density.png
Bar = 20 um. 10 x 14 tiles, from dark purple (low) to yellow (high), 0 to 100% covered.
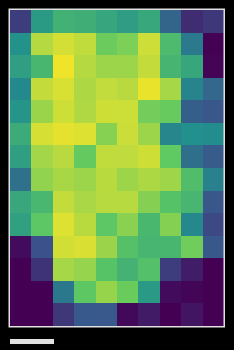
metal_stack.png
Two of the layers only.
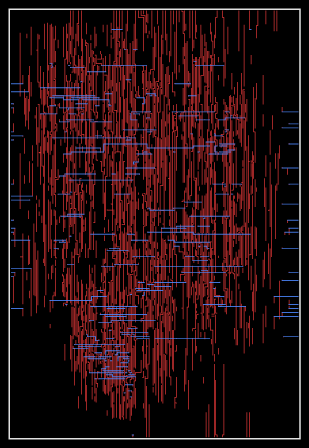
<file path="config.mk">
export PLATFORM = sky130hd
export DESIGN_NAME = imem_loader_flat
export DESIGN_NICKNAME = d
export VERILOG_FILES = /design/src/rtl/imem_loader_if.sv /design/src/rtl/imem_loader.sv /design/src/flat_wrapper.sv
export SDC_FILE = /design/constraint.sdc
export NUM_CORES = 1
export LEC_CHECK = 0
export CORE_AREA = 3 3 95 142
export CTS_CLUSTER_SIZE = 10
export DETAILED_ROUTE_END_ITERATION = 12
export DIE_AREA = 0 0 98 145
export GPL_TIMING_DRIVEN = 0
export HOLD_SLACK_MARGIN = 0.12
export PLACE_DENSITY = 0.89
export REMOVE_ABC_BUFFERS = 1
export SLEW_MARGIN = 30
export SYNTH_ARGS = -nofsm -noshare
export SYNTH_HDL_FRONTEND = slang
export SYNTH_SLANG_ARGS = --single-unit
export TNS_END_PERCENT = 30
</file>
<file path="constraint.sdc">
create_clock -name clk -period 6.8 [get_ports clk]
set_input_delay 1.36 -clock clk [delete_from_list [all_inputs] [get_ports clk]]
set_output_delay 1.36 -clock clk [all_outputs]
set_load 0.005 [all_outputs]
</file>
<file path="src/rtl/imem_loader_if.sv">
// Bus bundle between a program-load controller and the instruction-memory loader:
// byte-stream handshake, instruction-memory write port, core hold and status.
interface imem_loader_if;
  logic        load_start;
  logic        rx_valid;
  logic [7:0]  rx_data;
  logic        rx_ready;
  logic        im_we;
  logic [31:0] im_addr;
  logic [31:0] im_wdata;
  logic        cpu_rst_n;
  logic        busy;
  logic        done;
  logic        error;

  // Controller / stream source side
  modport master (
    output load_start, rx_valid, rx_data,
    input  rx_ready, im_we, im_addr, im_wdata, cpu_rst_n, busy, done, error
  );

  // Loader side
  modport slave (
    input  load_start, rx_valid, rx_data,
    output rx_ready, im_we, im_addr, im_wdata, cpu_rst_n, busy, done, error
  );
endinterface

</file>
<file path="src/rtl/imem_loader.sv">
// Instruction-memory loader: receives a 16-bit little-endian word count followed
// by 4*N little-endian instruction bytes and writes them to consecutive word
// addresses from 0, holding the core in reset while memory is rewritten.
// Every output comes straight from a flop; the stream inputs only feed next-state logic.
module imem_loader #(
  parameter int unsigned MAX_WORDS   = 512,
  parameter int unsigned TIMEOUT_CYC = 1000000
) (
  input  logic         clk,
  input  logic         rst,
  imem_loader_if.slave bus
);

  localparam int unsigned TMO_W = $clog2(TIMEOUT_CYC + 1);
  // The abort fires on the edge where the idle counter would reach TIMEOUT_CYC.
  localparam logic [TMO_W-1:0] TMO_LAST = TMO_W'(TIMEOUT_CYC - 1);

  localparam logic [2:0] S_IDLE  = 3'd0;
  localparam logic [2:0] S_HDR0  = 3'd1;
  localparam logic [2:0] S_HDR1  = 3'd2;
  localparam logic [2:0] S_DATA  = 3'd3;
  localparam logic [2:0] S_WRITE = 3'd4;
  localparam logic [2:0] S_DONE  = 3'd5;
  localparam logic [2:0] S_ERR   = 3'd6;

  logic [2:0]       state_q, state_d;
  logic [15:0]      count_q, count_d;
  logic [15:0]      word_idx_q, word_idx_d;
  logic [1:0]       byte_idx_q, byte_idx_d;
  logic [31:0]      asm_q, asm_d;
  logic [TMO_W-1:0] tmo_q, tmo_d;
  logic [31:0]      im_addr_q, im_addr_d;
  logic [31:0]      im_wdata_q, im_wdata_d;
  logic             rx_ready_q, rx_ready_d;
  logic             im_we_q, im_we_d;
  logic             cpu_rst_n_q, cpu_rst_n_d;
  logic             busy_q, busy_d;
  logic             done_q, done_d;
  logic             error_q, error_d;
  logic             accept_s;
  logic             tmo_hit_s;
  logic [15:0]      hdr_n_s;

  // rx_ready_q is high exactly in the byte-accepting states, so it doubles as the gate.
  assign accept_s  = bus.rx_valid & rx_ready_q;
  assign tmo_hit_s = (tmo_q == TMO_LAST);

  // Next-state and datapath updates for the load sequence
  always_comb begin
    state_d    = state_q;
    count_d    = count_q;
    word_idx_d = word_idx_q;
    byte_idx_d = byte_idx_q;
    asm_d      = asm_q;
    tmo_d      = tmo_q;
    im_addr_d  = im_addr_q;
    im_wdata_d = im_wdata_q;
    hdr_n_s    = {bus.rx_data, count_q[7:0]};
    case (state_q)
      S_IDLE, S_DONE, S_ERR: begin
        if (bus.load_start) begin
          state_d    = S_HDR0;
          word_idx_d = 16'd0;
          byte_idx_d = 2'd0;
          tmo_d      = '0;
        end else begin
          state_d    = state_q;
        end
      end
      S_HDR0: begin
        if (accept_s) begin
          count_d[7:0] = bus.rx_data;
          tmo_d        = '0;
          state_d      = S_HDR1;
        end else if (tmo_hit_s) begin
          state_d      = S_ERR;
        end else begin
          tmo_d        = tmo_q + TMO_W'(1);
        end
      end
      S_HDR1: begin
        if (accept_s) begin
          count_d[15:8] = bus.rx_data;
          tmo_d         = '0;
          if (hdr_n_s == 16'd0) begin
            state_d = S_DONE;
          end else if ({16'd0, hdr_n_s} > MAX_WORDS) begin
            state_d = S_ERR;
          end else begin
            state_d = S_DATA;
          end
        end else if (tmo_hit_s) begin
          state_d = S_ERR;
        end else begin
          tmo_d   = tmo_q + TMO_W'(1);
        end
      end
      S_DATA: begin
        if (accept_s) begin
          asm_d[{byte_idx_q, 3'b000} +: 8] = bus.rx_data;
          byte_idx_d = byte_idx_q + 2'd1;
          tmo_d      = '0;
          if (byte_idx_q == 2'd3) begin
            state_d    = S_WRITE;
            im_addr_d  = {14'd0, word_idx_q, 2'b00};
            im_wdata_d = asm_d;
          end else begin
            state_d    = S_DATA;
          end
        end else if (tmo_hit_s) begin
          state_d = S_ERR;
        end else begin
          tmo_d   = tmo_q + TMO_W'(1);
        end
      end
      S_WRITE: begin
        word_idx_d = word_idx_q + 16'd1;
        if (word_idx_d == count_q) begin
          state_d = S_DONE;
        end else begin
          state_d = S_DATA;
        end
      end
      default: begin
        state_d = S_IDLE;
      end
    endcase
  end

  // Output values for the state being entered, so outputs move with the state
  always_comb begin
    rx_ready_d  = (state_d == S_HDR0) || (state_d == S_HDR1) || (state_d == S_DATA);
    busy_d      = rx_ready_d || (state_d == S_WRITE);
    im_we_d     = (state_d == S_WRITE);
    cpu_rst_n_d = (state_d == S_IDLE) || (state_d == S_DONE);
    done_d      = (state_d == S_DONE);
    error_d     = (state_d == S_ERR);
  end

  // State, datapath and output registers with asynchronous clear
  always_ff @(posedge clk or negedge rst) begin
    if (!rst) begin
      state_q     <= S_IDLE;
      count_q     <= 16'd0;
      word_idx_q  <= 16'd0;
      byte_idx_q  <= 2'd0;
      asm_q       <= 32'd0;
      tmo_q       <= '0;
      im_addr_q   <= 32'd0;
      im_wdata_q  <= 32'd0;
      rx_ready_q  <= 1'b0;
      im_we_q     <= 1'b0;
      cpu_rst_n_q <= 1'b1;
      busy_q      <= 1'b0;
      done_q      <= 1'b0;
      error_q     <= 1'b0;
    end else begin
      state_q     <= state_d;
      count_q     <= count_d;
      word_idx_q  <= word_idx_d;
      byte_idx_q  <= byte_idx_d;
      asm_q       <= asm_d;
      tmo_q       <= tmo_d;
      im_addr_q   <= im_addr_d;
      im_wdata_q  <= im_wdata_d;
      rx_ready_q  <= rx_ready_d;
      im_we_q     <= im_we_d;
      cpu_rst_n_q <= cpu_rst_n_d;
      busy_q      <= busy_d;
      done_q      <= done_d;
      error_q     <= error_d;
    end
  end

  assign bus.rx_ready  = rx_ready_q;
  assign bus.im_we     = im_we_q;
  assign bus.im_addr   = im_addr_q;
  assign bus.im_wdata  = im_wdata_q;
  assign bus.cpu_rst_n = cpu_rst_n_q;
  assign bus.busy      = busy_q;
  assign bus.done      = done_q;
  assign bus.error     = error_q;

endmodule

</file>
<file path="src/flat_wrapper.sv">
// flat-port wrapper written by rule: the top's interface ports become plain ports
module imem_loader_flat 
#(
  parameter int unsigned MAX_WORDS   = 512,
  parameter int unsigned TIMEOUT_CYC = 1000000
)
  (clk, rst, bus_load_start, bus_rx_valid, bus_rx_data, bus_rx_ready, bus_im_we, bus_im_addr, bus_im_wdata, bus_cpu_rst_n, bus_busy, bus_done, bus_error);
  imem_loader_if bus_i ();
  input  logic clk;
  input  logic rst;
  input wire logic [$bits(bus_i.load_start)-1:0] bus_load_start;
  input wire logic [$bits(bus_i.rx_valid)-1:0] bus_rx_valid;
  input wire logic [$bits(bus_i.rx_data)-1:0] bus_rx_data;
  output wire logic [$bits(bus_i.rx_ready)-1:0] bus_rx_ready;
  output wire logic [$bits(bus_i.im_we)-1:0] bus_im_we;
  output wire logic [$bits(bus_i.im_addr)-1:0] bus_im_addr;
  output wire logic [$bits(bus_i.im_wdata)-1:0] bus_im_wdata;
  output wire logic [$bits(bus_i.cpu_rst_n)-1:0] bus_cpu_rst_n;
  output wire logic [$bits(bus_i.busy)-1:0] bus_busy;
  output wire logic [$bits(bus_i.done)-1:0] bus_done;
  output wire logic [$bits(bus_i.error)-1:0] bus_error;
  assign bus_i.load_start = bus_load_start;
  assign bus_i.rx_valid = bus_rx_valid;
  assign bus_i.rx_data = bus_rx_data;
  assign bus_rx_ready = bus_i.rx_ready;
  assign bus_im_we = bus_i.im_we;
  assign bus_im_addr = bus_i.im_addr;
  assign bus_im_wdata = bus_i.im_wdata;
  assign bus_cpu_rst_n = bus_i.cpu_rst_n;
  assign bus_busy = bus_i.busy;
  assign bus_done = bus_i.done;
  assign bus_error = bus_i.error;
  imem_loader #(.MAX_WORDS(MAX_WORDS), .TIMEOUT_CYC(TIMEOUT_CYC)) u_core (.clk(clk), .rst(rst), .bus(bus_i));
endmodule
</file>
==> flow_metrics.py <==
# Flow results
metrics = {
    "clock_tree": {
        "cts.clk_slew.worst_paths_ps": 70,
        "clk_latency_ps": 430,
    },
    "setup_path": {
        "path_delay_family": "AND-OR/OR-AND gates",
        "crit_buf_inv": 2,
        "worstSetupStartpointType": "input pin",
        "required_ps": 7120,
        "crit_arrival_ps": 4710,
    },
    "worst_hold_path": {
        "hold_path_depth": 1,
    },
    "final_layout": {
        "postLayoutCoreUtil_pct": 69.80,
        "final_area_mm2": 0.008690,
        "regArea_mm2": 0.003580,
        "layout_top_cell": "dfrtp_1",
    },
    "floorplanning": {
        "die-height_um": 145,
    },
    "final_timing": {
        "min_period_ps": 4387,
        "holdWs_ps": 505.9,
        "timing.final.ws_setup_ps": 2413,
        "slew_violations": 0,
        "final_hold_viol_count": 0,
    },
    "synth": {
        "fa_ha_area_share_pct": 1.347,
        "xor_share_pct": 3.132,
        "syn_area_mm2": 0.007430,
        "ys_warn_count": 0,
        "top_area_share_pct": 47.83,
        "ys_sh_mux_pct": 10.24,
    },
    "placed_design": {
        "place_area_mm2": 0.008058,
        "hpwl_um": 12500,
    },
    "drt": {
        "wl_met1_um": 6812,
        "routedWlPerCell_um": 20.46,
        "firstDrtPassIters": 7,
        "routed.top_layer": "met4",
    },
    "pwr": {
        "top_power_group": "sequential cells",
        "p_seq_mw": 1.18,
        "powerComb_mw": 1.01,
    },
    "global_route": {
        "grt_pass1_wl_um": 31660,
        "gr-usage-met3_pct": 5.532,
    },
    "run_status": {
        "status": "complete, no violations",
    },
}
-- density.png (at the start) --
- fullest tile: 98%
- emptiest ninth of the die: lower right
- mean over tiles: 60%
- nearly empty tiles: 8.6%
- tiles over 75% full: 44%

-- metal_stack.png (at the start) --
- met2: red (wire length 10400 um)
- met3: blue (wire length 1130 um)

No activity file was given, so power comes from the tool's default toggle rates.
